==> config.mk <==
export PLATFORM = sky130hd
export DESIGN_NAME = fb_arbiter
export DESIGN_NICKNAME = d
export VERILOG_FILES = /design/src/rtl/fb_arbiter.sv
export SDC_FILE = /design/constraint.sdc
export NUM_CORES = 1
export LEC_CHECK = 0
export CORE_MARGIN = 8
export CORE_UTILIZATION = 34
export CTS_CLUSTER_DIAMETER = 50
export DETAILED_ROUTE_END_ITERATION = 6
export PLACE_DENSITY = 0.81
export SYNTH_ARGS = -nofsm -noshare
export SYNTH_HDL_FRONTEND = slang
export SYNTH_SLANG_ARGS = --single-unit
==> constraint.sdc <==
create_clock -name clk -period 2 [get_ports clk]
set_clock_uncertainty 0.15 [all_clocks]
set_input_delay 0.2 -clock clk [delete_from_list [all_inputs] [get_ports clk]]
set_output_delay 0.2 -clock clk [all_outputs]
set_load 0.1 [all_outputs]
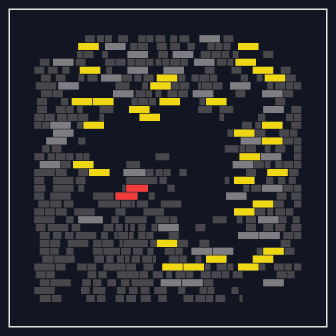
Figure 1: where the registers sit.
Other sequential cells in the stronger grey, the rest of the logic in the fainter grey.
netlist name	colour	sequential cells
scan_data	yellow	32
state	red	2
not coloured	35
register area: 1390 µm²
seq pwr: 1.43 mW
final core utilization: 0.551
flop share of the area: 0.295

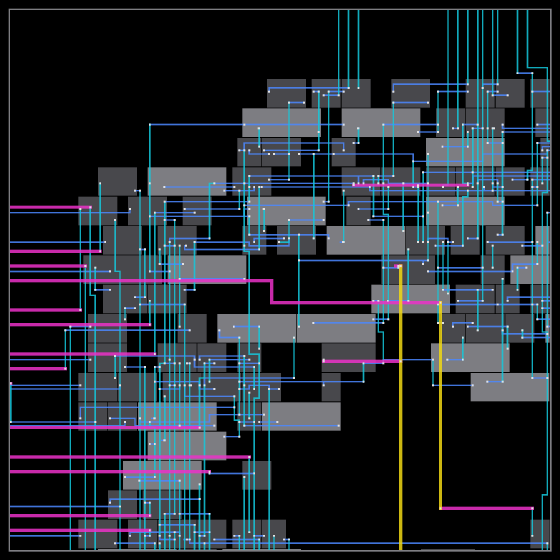
Figure 2: zoomed window.
Region (2, 57) to (52, 107) µm. Cells in grey, sequential cells in the stronger grey; small squares are vias.
layer	colour
met4	yellow
met3	magenta
met2	cyan
met1	blue
sequential cells in the window	18
cells with their middle in the window	85
most frequent	buf_4 (19), dfxtp_1 (18), clkdlybuf4s50_1 (15)

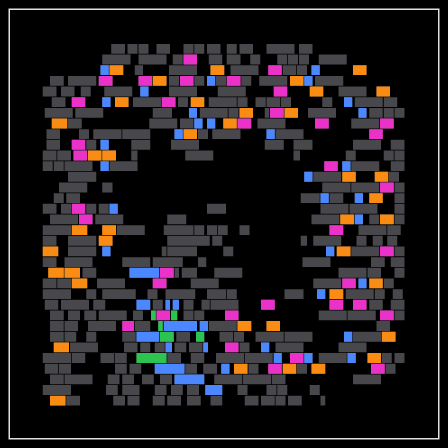
Figure 3: gate families picked out.
family	colour	cells	most used
AND-OR and OR-AND gates	magenta	36	a32o_1
NAND gates	green	6	nand2_1
NOR gates	blue	43	nor2b_1
multiplexers	orange	40	mux2i_1
logic share of the area: 0.270
most numerous logic cell after layout: buf_4

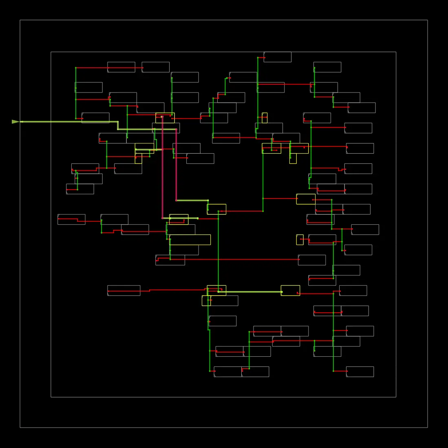
Figure 4: clock routing.
clk pwr: 1.07 mW
seq_cells: 69
Late-Pin Clk Latency: 320 ps
Num CTS Buffers: 9

==> flow_metrics.tcl <==
# place-and-route summary
set metrics [dict create \
    rsz0062_at_grt "yes" \
    ys_types 30 \
    avgSynthCellArea_um2 11.4 \
    yosysTopAreaCellShare 0.468 \
    drt-total-wl_um 9440 \
    syn_nets 372 \
    syn_area_um2 2950 \
    antenna_found_initial 0 \
    synth_cells 258 \
    vias 2498 \
    worstPathBufferInverterCount 2 \
    postLayoutSetupSlackWorst_ps -32.3 \
    place_ws_ps -230 \
    ios 227 \
    required_ps 1650 \
    hold_viol 0 \
    warnings 31 \
    yosys-stat-cells 258 \
    die-height_um 109 \
    cp_slowest_stage_delay_ps 440 \
    clk_pin_slew_ps 70 \
    area_growth_pct 59.4 \
    portBuffers 159 \
    most_common_cell "dfxtp_1" \
    drive_above_1_share 0.358 \
    cts.path.max_buffers 2 \
    grt_usage 0.152 \
    cts.sinks 69 \
    core.rowCount 34 \
    hpwl_um 7390 \
    grt_pass1_wl_um 14000 \
    endpoint_kind "output pin" \
    grt_overflow_total 0 \
    topCellsByArea "dfxtp_1, a32o_1, mux2i_1, buf_4, nor2b_1" \
    firstDrtPassIters 5 \
    critPathSlowestCell "clkdlybuf4s50_1" \
    drv_slew 0 \
    hold_class "primary input to flop" \
    fin_setup_tns_ps -119 \
    yosys-top-cells-count "dfxtp_1, buf_4, a32o_1, mux2i_1, nor2b_1" \
    fp_util 0.345 \
    failed_checks "setup timing" \
    core_um2 8550 \
    hold_path_depth 4 \
    cts_max_level 3 \
    fmax_mhz 492 \
    flop_cell "dfxtp_1" \
    hold_slack_ps 230 \
    dr.first_iter.drc_count 61 \
    power_leakage_nw 2.00 \
    ys_area_um2 2950 \
    worstSetupPathType "primary input to output pin" \
    yosys_warnings 0 \
    critPathTopFamily "simple AND/OR/NAND/NOR gates" \
    setup_viol 4 \
    place.gp.congestion 0.722 \
    r2r_cells 5 \
    cp.depth 6 \
    status "finished, violations left" \
    synth-async-reset-ratio 0 \
    cap_viol_max_count 0 \
    path_cells "clkdlybuf4s50_1, nor4_4, nand4_4, nor3_4, and2_4, buf_12" \
    viasPerCell 4.92 \
    lay_top_cells "buf_4, dfxtp_1, clkdlybuf4s50_1" \
    die_w_um 109 \
    fin_crit_sh 1.02 \
    worstPathArrival_ps 1680 \
    wl_per_cell_um 18.6 \
    reg2reg_slack_ps 250 \
    ir_drop_mv 0.362 \
    grt_pass1_vias 2705 \
    powerDensity_nw_per_um2 703 \
    die_area_um2 11900 \
    startpoint_type "primary input" \
    synth-seq-cells 69 \
    drc 0 \
    antenna_left 0 \
    antenna_cells 0 \
    root_buffer "clkbuf_8" \
    top_area_cell "dfxtp_1" \
    post-route-min-period_ps 2030 \
    edf_count 0 \
    fin_nets 510 \
    cts_tree "yes" \
    synth_seq_share 0.468 \
    grt_start_max_net_pins 39 \
    worst-path-max-fanout 6 \
]
[kinds of logic after synthesis]
logic type             count (synthesis)  share of synthesized area
buffers and inverters                 53                      0.118
multiplexers                          40                      0.139
other                                  1                    0.00127
AND/OR/NAND/NOR                       57                      0.143
flip-flops                            69                      0.468
AND-OR/OR-AND                         38                      0.131
[through the flow]
stage | cell area (µm²) | util | power, mW | instances
after floorplan | 2980 | - | 2.25 | 258
after global placement | 4520 | 0.528 | 2.28 | 492
after detailed placement | 4520 | 0.528 | 2.29 | 492
after CTS | 4700 | 0.549 | 3.35 | 508
after global routing | 4710 | 0.551 | 3.44 | 508
final | 4710 | 0.551 | 3.31 | 508
[timing repair]
action / 4_1_cts / 5_1_grt
setup buffers: 1 / 0
pin swaps: 14 / 1
hold buffers: 0 / 0
endpoints found under the setup margin: 6 / 6
resized: 21 / 3
[cell type report]
| type | instances | area [µm²] |
|---|---|---|
| multi-input cells | 136 | 1270 |
| repair buffers | 178 | 1730 |
| clock buffers | 10 | 128 |
| well taps | 108 | 135 |
| inverters | 2 | 7.51 |
| fillers | 709 | 3840 |
| flip-flops and latches | 69 | 1390 |
| clock inverters | 5 | 51.3 |
[worst register-to-register path: cells and delay by family, from the launching register on]
family,cells,cell delay (ps)
DFF,1,340
buffers and inverters,2,340
AOI/OAI and AO/OA,2,430
and+or+nand+nor,1,370
[layer usage]
layer	up-vias	global-route usage	share of wire
met3	13	0.0786	0.12
li1	1173	-	-
met5	-	0	0
met4	0	0.0434	0.0098
met2	138	0.269	0.51
met1	1174	0.153	0.36
[report_power, final]
part | leakage (nW) | switching (mW) | total [mW] | internal (mW)
clock | 0.0962 | 0.503 | 1.07 | 0.564
combinational | 1.34 | 0.509 | 0.815 | 0.306
sequential | 0.562 | 0.0196 | 1.43 | 1.41
Power figures rest on the tool's default switching activity, not on a simulated workload.
